### I/O pins on the die edge, run 1

Scale: 3 px per um. Pins as bars across the die edge, other pins in grey.
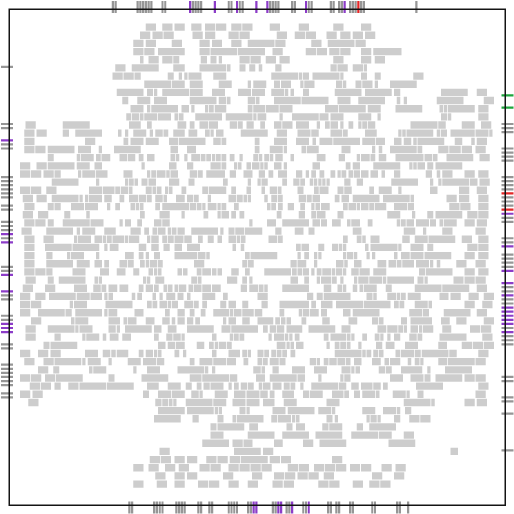
### Cell sizes after repair, run 1

Scale: 3 px per um.
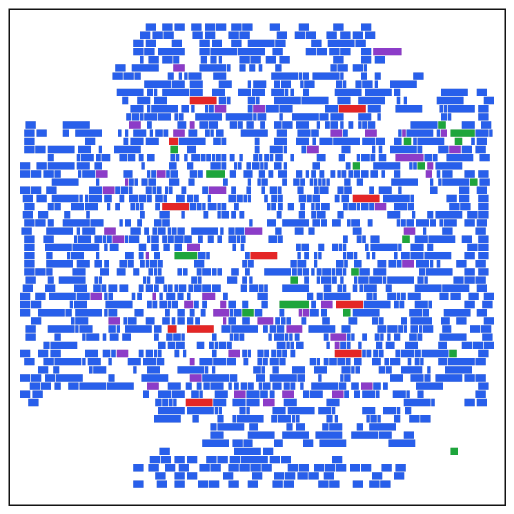
### Routed metal, one colour a layer, run 1

Scale: 3 px per um. Only two layers are drawn.
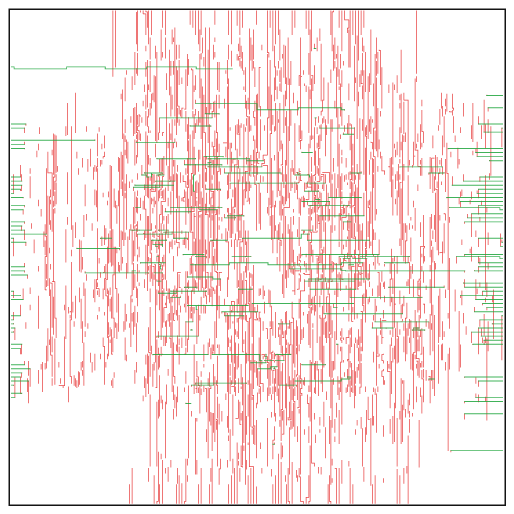
`src/rtl/alu_arbiter_pkg.sv`:
```
// Shared definitions for the round-robin Alu arbiter and the Alu itself.
package alu_arbiter_pkg;

    localparam int unsigned NUM_REQ = 2;
    localparam int unsigned OP_W    = 3;

    // Alu opcodes; 3'b011 and 3'b111 have no defined operation
    localparam logic [OP_W-1:0] ALU_AND = 3'b000;
    localparam logic [OP_W-1:0] ALU_OR  = 3'b001;
    localparam logic [OP_W-1:0] ALU_ADD = 3'b010;
    localparam logic [OP_W-1:0] ALU_NOR = 3'b100;
    localparam logic [OP_W-1:0] ALU_XOR = 3'b101;
    localparam logic [OP_W-1:0] ALU_SUB = 3'b110;

    typedef enum logic {
        ST_IDLE = 1'b0,
        ST_EXEC = 1'b1
    } arb_state_t;

    // True when the opcode maps to a real Alu operation
    function automatic logic alu_op_legal(input logic [OP_W-1:0] op);
        return (op == ALU_AND) || (op == ALU_OR)  || (op == ALU_ADD) ||
               (op == ALU_NOR) || (op == ALU_XOR) || (op == ALU_SUB);
    endfunction

endpackage

```
`src/rtl/alu.sv`:
```
// Combinational Alu: logic ops, add/sub with signed overflow, less-than compare.
module alu
    import alu_arbiter_pkg::*;
#(
    parameter int unsigned DW = 32
) (
    input  logic [DW-1:0]   a,
    input  logic [DW-1:0]   b,
    input  logic [OP_W-1:0] op,
    input  logic            unsig,
    output logic [DW-1:0]   aluout,
    output logic            compout,
    output logic            overflow
);

    logic [DW-1:0] sum_c;
    logic [DW-1:0] diff_c;

    assign sum_c  = a + b;
    assign diff_c = a - b;

    // Result mux; overflow is two's-complement overflow of add/sub only
    always_comb begin
        aluout   = '0;
        overflow = 1'b0;
        case (op)
            ALU_AND: aluout = a & b;
            ALU_OR:  aluout = a | b;
            ALU_NOR: aluout = ~(a | b);
            ALU_XOR: aluout = a ^ b;
            ALU_ADD: begin
                aluout   = sum_c;
                overflow = (a[DW-1] == b[DW-1]) && (sum_c[DW-1] != a[DW-1]);
            end
            ALU_SUB: begin
                aluout   = diff_c;
                overflow = (a[DW-1] != b[DW-1]) && (diff_c[DW-1] != a[DW-1]);
            end
            default: aluout = '0;
        endcase
    end

    // a < b, unsigned or signed depending on unsig
    assign compout = unsig ? (a < b) : ($signed(a) < $signed(b));

endmodule

```
`src/rtl/rr_arb2.sv`:
```
// Two-way round-robin winner select; prio breaks ties only.
module rr_arb2 (
    input  logic [1:0] req,
    input  logic       prio,
    output logic       win_c,
    output logic       valid_c
);

    // A lone requester always wins; prio decides only under contention
    always_comb begin
        win_c = prio;
        case (req)
            2'b01:   win_c = 1'b0;
            2'b10:   win_c = 1'b1;
            default: win_c = prio;
        endcase
    end

    assign valid_c = |req;

endmodule

```
`src/rtl/alu_arbiter.sv`:
```
// Shares one Alu between two requesters with round-robin arbitration.
module alu_arbiter
    import alu_arbiter_pkg::*;
#(
    parameter int unsigned DW      = 32,
    parameter int unsigned RR_INIT = 0
) (
    input  logic              clk,
    input  logic              rst_n,
    input  logic [1:0]        req,
    input  logic [OP_W-1:0]   op0,
    input  logic [OP_W-1:0]   op1,
    input  logic              unsig0,
    input  logic              unsig1,
    input  logic [DW-1:0]     a0,
    input  logic [DW-1:0]     a1,
    input  logic [DW-1:0]     b0,
    input  logic [DW-1:0]     b1,
    output logic [1:0]        gnt,
    output logic [1:0]        rsp_valid,
    output logic [DW-1:0]     rsp_result,
    output logic              rsp_compout,
    output logic              rsp_overflow,
    output logic              rsp_err
);

    arb_state_t      state_q, state_d;
    logic [1:0]      gnt_q, gnt_d;
    logic [1:0]      rsp_valid_q, rsp_valid_d;
    logic [DW-1:0]   rsp_result_q, rsp_result_d;
    logic            rsp_compout_q, rsp_compout_d;
    logic            rsp_overflow_q, rsp_overflow_d;
    logic            rsp_err_q, rsp_err_d;
    logic [OP_W-1:0] alu_op_q, alu_op_d;
    logic            alu_unsig_q, alu_unsig_d;
    logic [DW-1:0]   alu_a_q, alu_a_d;
    logic [DW-1:0]   alu_b_q, alu_b_d;
    logic            owner_q, owner_d;
    logic            prio_q, prio_d;
    logic            err_q, err_d;

    logic            win_c;
    logic            arb_valid_c;
    logic [OP_W-1:0] sel_op_c;
    logic            sel_unsig_c;
    logic [DW-1:0]   sel_a_c;
    logic [DW-1:0]   sel_b_c;
    logic            sel_legal_c;
    logic [DW-1:0]   aluout_c;
    logic            compout_c;
    logic            overflow_c;

    rr_arb2 u_arb (
        .req     (req),
        .prio    (prio_q),
        .win_c   (win_c),
        .valid_c (arb_valid_c)
    );

    alu #(.DW(DW)) u_alu (
        .a        (alu_a_q),
        .b        (alu_b_q),
        .op       (alu_op_q),
        .unsig    (alu_unsig_q),
        .aluout   (aluout_c),
        .compout  (compout_c),
        .overflow (overflow_c)
    );

    // Winner's request fields
    always_comb begin
        sel_op_c    = win_c ? op1    : op0;
        sel_unsig_c = win_c ? unsig1 : unsig0;
        sel_a_c     = win_c ? a1     : a0;
        sel_b_c     = win_c ? b1     : b0;
        sel_legal_c = alu_op_legal(sel_op_c);
    end

    // Next-state and registered-output logic
    always_comb begin
        state_d        = state_q;
        gnt_d          = 2'b00;
        rsp_valid_d    = 2'b00;
        rsp_result_d   = rsp_result_q;
        rsp_compout_d  = rsp_compout_q;
        rsp_overflow_d = rsp_overflow_q;
        rsp_err_d      = rsp_err_q;
        alu_op_d       = alu_op_q;
        alu_unsig_d    = alu_unsig_q;
        alu_a_d        = alu_a_q;
        alu_b_d        = alu_b_q;
        owner_d        = owner_q;
        prio_d         = prio_q;
        err_d          = err_q;
        case (state_q)
            ST_IDLE: begin
                if (arb_valid_c) begin
                    // Illegal ops park the Alu on all-zero inputs
                    alu_op_d    = sel_legal_c ? sel_op_c    : ALU_AND;
                    alu_unsig_d = sel_legal_c ? sel_unsig_c : 1'b0;
                    alu_a_d     = sel_legal_c ? sel_a_c     : '0;
                    alu_b_d     = sel_legal_c ? sel_b_c     : '0;
                    err_d       = ~sel_legal_c;
                    owner_d     = win_c;
                    gnt_d       = win_c ? 2'b10 : 2'b01;
                    state_d     = ST_EXEC;
                end
            end
            ST_EXEC: begin
                rsp_result_d   = err_q ? '0   : aluout_c;
                rsp_compout_d  = err_q ? 1'b0 : compout_c;
                rsp_overflow_d = err_q ? 1'b0 : overflow_c;
                rsp_err_d      = err_q;
                rsp_valid_d    = owner_q ? 2'b10 : 2'b01;
                prio_d         = ~owner_q;
                state_d        = ST_IDLE;
            end
            default: state_d = ST_IDLE;
        endcase
    end

    // State and output registers
    always_ff @(posedge clk or negedge rst_n) begin
        if (!rst_n) begin
            state_q        <= ST_IDLE;
            gnt_q          <= 2'b00;
            rsp_valid_q    <= 2'b00;
            rsp_result_q   <= '0;
            rsp_compout_q  <= 1'b0;
            rsp_overflow_q <= 1'b0;
            rsp_err_q      <= 1'b0;
            alu_op_q       <= '0;
            alu_unsig_q    <= 1'b0;
            alu_a_q        <= '0;
            alu_b_q        <= '0;
            owner_q        <= 1'b0;
            prio_q         <= 1'(RR_INIT);
            err_q          <= 1'b0;
        end else begin
            state_q        <= state_d;
            gnt_q          <= gnt_d;
            rsp_valid_q    <= rsp_valid_d;
            rsp_result_q   <= rsp_result_d;
            rsp_compout_q  <= rsp_compout_d;
            rsp_overflow_q <= rsp_overflow_d;
            rsp_err_q      <= rsp_err_d;
            alu_op_q       <= alu_op_d;
            alu_unsig_q    <= alu_unsig_d;
            alu_a_q        <= alu_a_d;
            alu_b_q        <= alu_b_d;
            owner_q        <= owner_d;
            prio_q         <= prio_d;
            err_q          <= err_d;
        end
    end

    assign gnt          = gnt_q;
    assign rsp_valid    = rsp_valid_q;
    assign rsp_result   = rsp_result_q;
    assign rsp_compout  = rsp_compout_q;
    assign rsp_overflow = rsp_overflow_q;
    assign rsp_err      = rsp_err_q;

endmodule

```
`config.mk`:
```
export PLATFORM = sky130hd
export DESIGN_NAME = alu_arbiter
export DESIGN_NICKNAME = d
export VERILOG_FILES = /design/src/rtl/alu_arbiter_pkg.sv /design/src/rtl/alu.sv /design/src/rtl/rr_arb2.sv /design/src/rtl/alu_arbiter.sv
export SDC_FILE = /design/constraint.sdc
export NUM_CORES = 1
export LEC_CHECK = 0
export CORE_MARGIN = 3
export CORE_UTILIZATION = 40
export DETAILED_ROUTE_END_ITERATION = 12
export PLACE_DENSITY = 0.68
export SLEW_MARGIN = 20
export SYNTH_ARGS = -nofsm -noshare
export SYNTH_HDL_FRONTEND = slang
export SYNTH_SLANG_ARGS = --single-unit
```
`constraint.sdc`:
```
create_clock -name clk -period 7.85 [get_ports clk]
set_input_delay 2.355 -clock clk [delete_from_list [all_inputs] [get_ports clk]]
set_output_delay 2.355 -clock clk [all_outputs]
set_load 0.02 [all_outputs]
```
==> flow_summary.ini, run 1 <==
; generated from flow reports
[cells_and_area]
fin_util_pct = 50.06
nNetsFinal = 1550
drive_gt1_share_pct = 6.350
n_antenna_cell = 0
synthToLayoutAreaGrowth_pct = 21.71
fill_cells = 2357
logic_area_sq_mm = 0.006574
flop_area_sq_mm = 0.002780

[global_route]
grt_pass1_vias = 8969
grt.overflow.total = 0
grt_pass1_wl_um = 46900
track_usage_pct = 21.28
grt_max_degree = 72
antenna_found_initial = 0

[drt]
postRouteAntennaNets = 0
routed_wl_um = 29370
drtIter0Drc = 689
drt_pass1_iterations = 5
viasPerCell = 5.767
num_vias = 9406
drc = 0
routedWlPerCell_um = 18.01

[timing]
max_slew_margin_pct = 42.40
report.final.hold_viol_count = 0
fin_skew_ns = 0.01212
clock.fmax_ghz = 0.1916
period_used_pct = 66.49
fin_crit_ns = 5.220
setup_viol = 0
rsz0062_at_grt = false
tns_ns = 0
report.final.slew_viol_count = 0
worst_pin_slew_ns = 0.8640

[place]
place_congestion = 0.9123
io_buffer_count = 178
dp_hpwl_um = 21700

[synth]
edf_count = 0
synth.avg_cell_area_sq_um = 8.493
synthMuxAreaShare_pct = 10.86
yosys_cells = 1188
synth.distinct_cells = 75
flop_cell = dfrtp_1
top_area_cell = dfrtp_1
syn-cell-area_sq_mm = 0.01009
top_cell = dfrtp_1
synth-simple-area-share_pct = 11.41
top_cell_area_share_pct = 27.53
yosys_warnings = 0
topCellsByArea = dfrtp_1 28%, ha_1 13%, mux2i_1 7.7%
common_cells = 111 x dfrtp_1, 106 x ha_1, 104 x a21oi_1
synth_seq_share_pct = 27.53
topCombFamilyByArea = AND-OR/OR-AND gates
synth-adder-area-share_pct = 13.54
syn_inst = 1188
yosys_area_sq_mm = 0.01009
syn-num-nets = 1436
async_flop_share_pct = 100.0
synth_flop_count = 111
yosys.area_share.aoi_pct = 26.50
xor_share_pct = 2.691

[die]
io_pins = 179
core_area_sq_mm = 0.02453
fp_util_pct = 41.13
die_h_um = 164.8
die-width_um = 164.8
rows = 57
die-area_sq_mm = 0.02717

[clock_network]
cts-resized-gates = 0
cts_max_path_buffers = 2
cts_tree = done
cts_hold_buf = 0
postCtsSetupBuffers = 0
cts_sinks = 111
cts_root_buffer = clkbuf_16
clkTransAtPathRegs_ns = 0.07
cts_max_level = 3
clock_latency_ns = 0.37
cts_buffers = 9

[power_and_ir_drop]
power_leader = combinational cells
clkPwrFrac_pct = 11.7
powerClk_uw = 451
irDropWorstVdd_uv = 115.7
p_leak_uw = 0.005396
p_seq_share_pct = 23.6
pg_comb_uw = 2480
p_int_uw = 1993
pwr-share-comb_pct = 64.7
power.switching_uw = 1846
power_density_mw_per_mm2 = 312.6
seq-power_uw = 905
swShare_pct = 48.10

[job]
warnings = 99
max_cap_viol_count = 0

[hold_path]
hold_start = owner_q
whs_path_depth = 1
min_to = rsp_valid[0]
worstHoldPathType = flip-flop to flip-flop

[setup_path]
r2r_cells = 13
crit_path_max_fanout = 66
critPathCaptureType = flip-flop
reg2reg_setup_slack_ns = 4.37
cp.arrival_ns = 5.42
cp.required_ns = 8.05
timing.critical_path.from = req[0]
cp-start-kind = primary input
crit_type = primary input to flip-flop
r2r-end = rsp_result[24]
crit_end = alu_a_q[14]
reg2reg_from = alu_a_q[0]

[outcome]
status = complete, no violations
Notes on 'I/O pins on the die edge' above:
[green] `rsp_valid` | pins: 2 | direction: output | edge: right
[purple] `rsp_result` | pins: 32 | direction: output | edge: 11 right, 8 left, 7 top, 6 bottom
[red] `op1` | pins: 3 | direction: input | edge: 2 right, 1 top
all pins by edge: 51 right, 44 top, 43 bottom, 41 left

Notes on 'Cell sizes after repair' above:
[blue] drive 1 or less | cells: 1224 | most used: clkdlybuf4s50_1
[green] drive 3 to 4 | cells: 18 | most used: buf_4
[purple] drive 2 | cells: 54 | most used: mux2_2
[red] drive 6 and up | cells: 11 | most used: clkbuf_16

Notes on 'Routed metal, one colour a layer' above:
[green] met3 | wire length: 1890 um
[red] met2 | wire length: 13800 um

run 1: cell usage in the layout, fill, tap and decap left out, types with 8 or more instances in the layout:
cell type,Yosys,routed
o221ai_1,16,16
mux2_2,28,28
nand2b_1,11,11
o21ai_1,13,13
clkbuf_16,0,9
nor3_1,14,14
dfrtp_1,111,109
o21ai_0,31,31
a31oi_1,13,13
a21oi_1,104,104
nand3_1,21,21
o22ai_1,78,78
mux2i_1,78,77
ha_1,106,106
a21o_1,15,15
clkdlybuf4s50_1,0,177
a211oi_1,44,44
nor4_1,8,8
xnor2_1,24,24
buf_4,3,11
nand2_1,53,52
inv_1,99,99
nor2_1,92,92
o21bai_1,12,12
run 1: worst max-delay path, cell delays in order:
cell	delay, ns
clkdlybuf4s50_1	0.47
inv_1	0.06
ha_1	0.33
mux2i_4	0.22
buf_4	0.51
mux2i_1	0.23
or2_2	0.35
nand2_2	0.07
buf_4	0.58
o22ai_1	0.20
run 1: through the flow:
step,cell area [sq um],setup slack (ns),instances,total power [uW],hold WS [ns]
after global placement,12010,2.356,1615,3327,0.4453
after global routing,12280,2.389,1631,4153,0.5124
final,12280,2.630,1631,3839,0.4611
after CTS,12280,2.610,1631,3826,0.4632
after detailed placement,12010,2.221,1615,3363,0.4521
after floorplan,10090,3.447,1188,2686,0.4179
run 1: layout make-up:
cell class,instances,area share (%)
Multi-Input combinational cell,887,53.53
Sequential cell,111,22.64
Timing Repair Buffer,188,15.10
Tap cell,324,3.301
Inverter,105,3.209
Clock buffer,9,1.834
Clock inverter,7,0.3872
run 1: per-layer routing:
metal,routed length [um],vias to the layer above,global-route usage (%)
met1,13210,4490,29.18
met2,13830,331,35.10
met3,1888,35,3.261
met4,452,0,5.490
li1,-,4550,-
met5,0,-,0
==> run 2: changes to the inputs <==
- PLACE_DENSITY: 0.68 -> 0.71
- clock period: 7.85 -> 4.2 ns (I/O delays scaled with it)
### Routed metal, one colour a layer, run 2

Scale: 3 px per um. Only two layers are drawn.
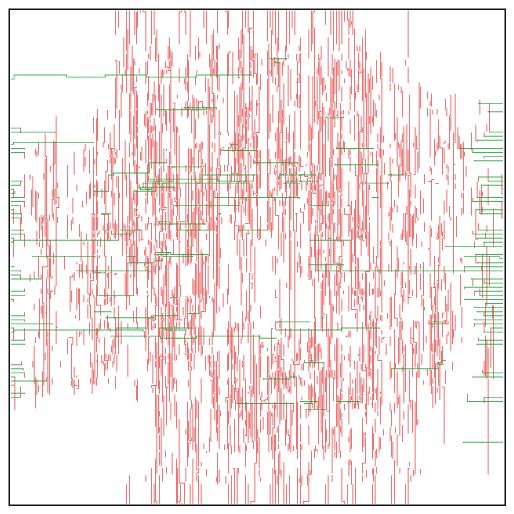
[green] met3 | wire length: 1620 um
[red] met2 | wire length: 14200 um

==> run 2 against run 1 <==
Highest routed layer unchanged. Critical path type is now flip-flop to flip-flop. Cell area is 0.51% higher. Non-clock buffer count is 4 higher. Critical path depth stayed put.
==> flow_summary.ini, run 2 <==
; generated from flow reports
[hold_path]
worstHoldPathType = flip-flop to flip-flop
hold_start = owner_q
whs_path_depth = 1

[setup_path]
cp_slowest_cell = ha_1
crit_type = flip-flop to flip-flop
reg2reg_from = alu_a_q[18]
cp.arrival_ns = 3.72
cp.required_ns = 4.49
r2r-end = rsp_overflow
r2r_cells = 10
cp-start-kind = flip-flop
critPathCaptureType = flip-flop
cp_top_family = AND-OR/OR-AND gates
crit_path_max_fanout = 14
worstPathCellList = inv_1 > ha_1 > a21oi_1 > o21ai_0 > o221ai_1 > o32ai_2 > o2111ai_1 > and3_1 > or4_1 > o211ai_1
slowest_delay_ns = 0.61
cp.buffers_inverters = 1

[timing]
tns_ns = 0
layout_setup_ws_ns = 0.7683
max_slew_margin_pct = 34.43
clock.fmax_ghz = 0.2914
report.final.hold_viol_count = 0
worst_pin_slew_ns = 0.9836
period_used_pct = 81.71
fin_skew_ns = 0.01045
setup_viol = 0
report.final.slew_viol_count = 0
rsz0062_at_grt = false
fin_crit_ns = 3.432

[synth]
syn_inst = 1188
common_cells = 111 x dfrtp_1, 106 x ha_1, 104 x a21oi_1
yosys_cells = 1188
topCellsByArea = dfrtp_1 28%, ha_1 13%, mux2i_1 7.7%
async_flop_share_pct = 100.0
flop_cell = dfrtp_1
syn-cell-area_sq_mm = 0.01009
synth.distinct_cells = 75
yosys_area_sq_mm = 0.01009
top_cell = dfrtp_1
yosys_warnings = 0
synth_flop_count = 111
top_cell_area_share_pct = 27.53
syn-num-nets = 1436
synth.avg_cell_area_sq_um = 8.493
edf_count = 0

[power_and_ir_drop]
clkPwrFrac_pct = 12.1
p_seq_share_pct = 23.4
swShare_pct = 47.98
power.switching_uw = 3457
power_density_mw_per_mm2 = 583.6
p_leak_uw = 0.005426
irDropWorstVdd_uv = 262.3
p_int_uw = 3747

[clock_network]
postCtsSetupBuffers = 0
cts-resized-gates = 0
cts_buffers = 9
clkTransAtPathRegs_ns = 0.08
cts_tree = done
cts_hold_buf = 0
cts_max_level = 3
clock_latency_ns = 0.37
cts_sinks = 111

[cells_and_area]
fin_util_pct = 50.31
fin_area_sq_mm = 0.01234
layout_top_cell = clkdlybuf4s50_1
n_antenna_cell = 0
lay_top_cells = 177 x clkdlybuf4s50_1, 109 x dfrtp_1, 106 x ha_1, 104 x a21oi_1, 99 x inv_1
nNetsFinal = 1554
fin_cells = 1635
synthToLayoutAreaGrowth_pct = 22.33

[global_route]
gr-usage-met3_pct = 3.236
grt_pass1_vias = 9125
antenna_found_initial = 0
grt_pass1_wl_um = 47310
grt.overflow.total = 0
grt_use_met1_pct = 28.09
busiest_layer = met2

[die]
core_area_sq_mm = 0.02453
io_pins = 179
rows = 57
die-area_sq_mm = 0.02717
die-width_um = 164.8
fp_util_pct = 41.13

[place]
io_buffer_count = 178
placed_cell_area_sq_mm = 0.01205
dp_hpwl_um = 22070
place_congestion = 0.9317
pre_cts_ws_ns = 0.5644
post-place-cells = 1619

[drt]
num_vias = 9423
routed_wl_um = 29320
routedWlPerCell_um = 17.93
viasPerCell = 5.763
drtIter0Drc = 580
drt_pass1_iterations = 5

[job]
warnings = 99
max_cap_viol_count = 0

[outcome]
status = complete, no violations
### Wires at chosen ports, followed through buffers, run 2

Scale: 1.5 px per um.
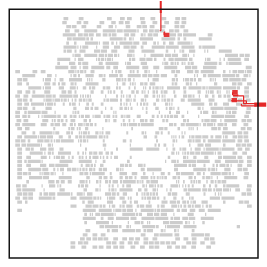
[red] `op1` | direction: input | edge: 2 right, 1 top | end cells: 3 | buffers: 3 | wire: 64.9 um

-- run 2: cell counts after synthesis --
Identical to the previous run, type by type.
-- run 2: metrics by stage --
stage	power (uW)	hold WS (ns)
after detailed placement	6297	0.4540
after CTS	7202	0.4671
after global routing	7787	0.4983
final	7204	0.4590
after global placement	6233	0.4509
after floorplan	5021	0.4179
-- run 2: metal layers --
layer	routed length, um	up-vias
met5	0	-
met4	450	0
met3	1615	33
met2	14250	247
met1	13010	4591
li1	-	4552
-- run 2: area by class of cell --
type / instances / area, sq um
Timing Repair Buffer: 192 / 1897
Clock buffer: 9 / 225.2
Tap cell: 324 / 405.4
Clock inverter: 7 / 67.56
Multi-Input combinational cell: 887 / 6574
Inverter: 105 / 394.1
Fill cell: 2372 / 12190
Sequential cell: 111 / 2780
-- run 2: cells by family (layout without fill, tap and decap cells) --
family / Yosys count / in the layout / share of synthesized area (%)
compound gates: 398 / 398 / 26.50
mux: 106 / 106 / 10.86
fa+ha+maj: 108 / 108 / 13.54
simple gates: 244 / 244 / 11.41
xor+xnor: 31 / 31 / 2.691
flops: 111 / 111 / 27.53
buf+inv: 190 / 313 / 7.465
-- run 2: power by group through the flow --
stage	clock network, uW	registers, uW	logic (uW)
2_1_floorplan	0	1750	3280
3_3_place_gp	0	1700	4540
3_5_place_dp	0	1700	4600
4_1_cts	895	1690	4620
5_1_grt	929	1730	5130
6_report	873	1690	4640
-- run 2: worst max path at each step --
stage               cells after the start        endpoint   startpoint  slack, ns
finish                                 10    rsp_overflow  alu_a_q[18]       0.77
global route                           13  rsp_result[20]   alu_a_q[0]       0.56
CTS                                    12  rsp_result[22]   alu_b_q[0]       0.83
detailed placement                      9     alu_a_q[12]       req[1]       0.56
global placement                        9     alu_a_q[13]       req[1]       0.63
floorplan                              10     alu_a_q[19]       req[0]       0.89
==> run 3: changes to the inputs <==
- clock period: 4.2 -> 3.1 ns (I/O delays scaled with it)
### Placement view, run 3

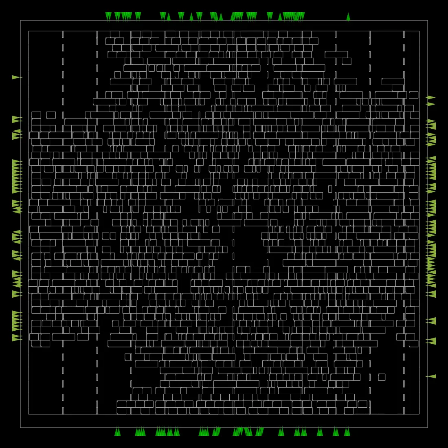
Layout fillers: 2327
row count: 57
Seq area share: 20.72%
Placeable Area: 0.02453 sq mm
num sequential: 111

==> run 3 against run 2 <==
First-iteration DRC count up 7.9%. Cell area up 8.7%. Combinational power is 59% higher. Critical endpoint is now rsp_result[24]. Largest cell class unchanged. Largest power group unchanged.
==> flow_summary.ini, run 3 <==
; generated from flow reports
[synth]
synth_seq_share_pct = 27.53
synth.avg_cell_area_sq_um = 8.493
flop_cell = dfrtp_1
common_cells = 111 x dfrtp_1, 106 x ha_1, 104 x a21oi_1
top_area_cell = dfrtp_1
syn_inst = 1188
yosys_cells = 1188
topCellsByArea = dfrtp_1 28%, ha_1 13%, mux2i_1 7.7%
async_flop_share_pct = 100.0
yosys_area_sq_mm = 0.01009
syn-num-nets = 1436
synth.distinct_cells = 75
synth_flop_count = 111
top_cell_area_share_pct = 27.53
top_cell = dfrtp_1
edf_count = 0
syn-cell-area_sq_mm = 0.01009
yosys_warnings = 0

[power_and_ir_drop]
p_seq_share_pct = 20.6
pwr-share-comb_pct = 68.4
power_density_mw_per_mm2 = 806.1
irDropWorstVdd_uv = 384.6
p_leak_uw = 0.006029
p_int_uw = 5809
swShare_pct = 46.31
power.switching_uw = 5011
clkPwrFrac_pct = 11.1

[setup_path]
reg2reg_setup_slack_ns = 0.15
reg2reg_from = alu_a_q[0]
worstPathCellList = inv_2 > ha_4 > inv_2 > fa_2 > nor2b_4 > o311ai_4 > a2111oi_4 > nor2_2 > o21ai_2 > a211oi_1 > buf_4 > o31a_1 > nor3_1 > o31ai_1
worst_path_most_repeated_cell = inv_2
crit_path_max_fanout = 3
cp.arrival_ns = 3.22
r2r-end = rsp_result[24]
r2r_cells = 14
critPathCaptureType = flip-flop
cp.required_ns = 3.37
cp_top_family = AND-OR/OR-AND gates
cp_slowest_cell = dfrtp_1
crit_type = flip-flop to flip-flop
cp-start-kind = flip-flop
cp.buffers_inverters = 3
slowest_delay_ns = 0.39

[cells_and_area]
fin_cells = 1749
drive_gt1_share_pct = 16.07
nNetsFinal = 1668
n_antenna_cell = 0
synthToLayoutAreaGrowth_pct = 33.04
layout_top_cell = clkdlybuf4s50_1
lay_top_cells = 177 x clkdlybuf4s50_1, 122 x buf_4, 108 x dfrtp_1, 104 x ha_1, 100 x a21oi_1
fin_area_sq_mm = 0.01342

[drt]
drc = 0
num_vias = 9746
drtIter0Drc = 626
routedWlPerCell_um = 17.74
dr_wl_met3_um = 1798
highest_layer = met4
drt_pass1_iterations = 5
postRouteAntennaNets = 0
wl_met1_um = 13600
wl_met2_um = 15080
viasPerCell = 5.572
routed_wl_um = 31020

[global_route]
grtUsageMet2_pct = 39.82
grt.overflow.total = 0
grt_use_met1_pct = 29.36
gr-usage-met3_pct = 3.236
grt_max_degree = 70
grt_pass1_wl_um = 49870
busiest_layer = met2
antenna_found_initial = 0
grt_pass1_vias = 9841
track_usage_pct = 22.69

[timing]
report.final.hold_viol_count = 0
setup_viol = 0
worst_pin_slew_ns = 0.8859
fin_skew_ns = 0.01167
holdWs_ns = 0.4629
period_used_pct = 95.13
fin_crit_ns = 2.949
max_slew_margin_pct = 40.79
report.final.slew_viol_count = 0
clock.fmax_ghz = 0.3391

[die]
die_h_um = 164.8
fp_util_pct = 41.13
die-width_um = 164.8
die-area_sq_mm = 0.02717
io_pins = 179

[clock_network]
cts_root_buffer = clkbuf_16
cts_max_level = 3
cts_buffers = 9
clock_latency_ns = 0.37
cts_max_path_buffers = 2
clkTransAtPathRegs_ns = 0.09
cts_tree = done
cts_hold_buf = 0
cts_sinks = 111

[place]
placed_cell_area_sq_mm = 0.01295
post-place-cells = 1729
io_buffer_count = 178
dp_hpwl_um = 24190
place_congestion = 0.9558

[hold_path]
whs_path_depth = 1
worstHoldPathType = flip-flop to flip-flop
hold_start = owner_q
min_to = rsp_valid[0]

[job]
warnings = 99
max_cap_viol_count = 0

[outcome]
status = complete, no violations
### Routed metal, one colour a layer, run 3

Scale: 3 px per um. Only two layers are drawn.
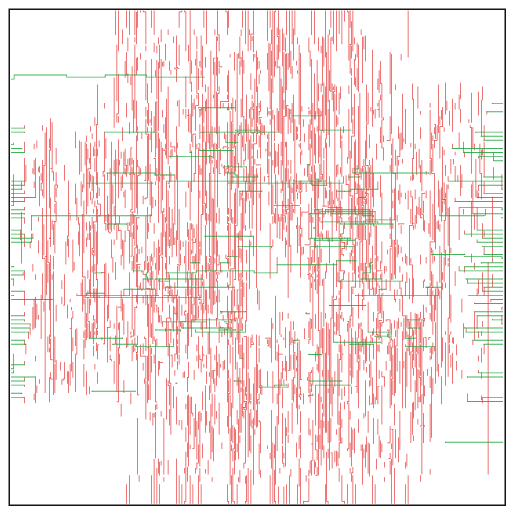
[green] met3 | wire length: 1800 um
[red] met2 | wire length: 15100 um

run 3: cell counts after synthesis:
Identical to the previous run, type by type.
run 3: worst max path at each step:
stage                from              to  slack, ns  cells past startpoint
2_1_floorplan      req[0]     alu_a_q[19]       0.12                     10
3_3_place_gp       req[1]      alu_a_q[8]      -0.02                      9
3_5_place_dp   alu_a_q[0]  rsp_result[22]      -0.11                     14
4_1_cts        alu_a_q[0]  rsp_result[22]       0.02                     14
5_1_grt        alu_b_q[0]  rsp_result[16]      -0.01                     13
6_report       alu_a_q[0]  rsp_result[24]       0.15                     14
run 3: repair_timing:
item                       4_1_cts  5_1_grt
setup endpoints to repair        7       15
setup buffers                    0        4
resized                          8       27
pin swaps                        3       14
run 3: cell families after synthesis:
family	synth area share, %
AND-OR/OR-AND	26.50
buffers and inverters	7.465
flip-flops	27.53
adder cells (fa/ha/maj)	13.54
AND/OR/NAND/NOR	11.41
XOR/XNOR	2.691
multiplexers	10.86
run 3: power groups by stage:
stage               clock network (uW)  logic, uW  registers [uW]
floorplan                            0       4440            2360
global route                      1280       8090            2280
CTS                               1230       7230            2220
global placement                     0       7050            2230
detailed placement                   0       7120            2250
finish                            1200       7400            2220
run 3: area by class of cell:
cell class	instances	area (sq um)
fillers	2327	11110
clock buffers	9	225.2
repair buffers	306	2828
clock inverters	7	72.57
flip-flops and latches	111	2781
inverters	105	394.1
multi-input cells	887	6716
well taps	324	405.4
run 3: through the flow:
stage	setup WS (ns)	power [uW]	util, %	setup TNS (ns)
2_1_floorplan	0.1223	6802	-	0
3_3_place_gp	-0.01647	9282	52.79	-0.3478
3_5_place_dp	-0.1133	9371	52.79	-3.433
4_1_cts	0.02052	10680	54.21	0
5_1_grt	-0.01188	11640	54.71	-0.01315
6_report	0.1509	10820	54.71	0
Power figures rest on the tool's default switching activity, not on a simulated workload.
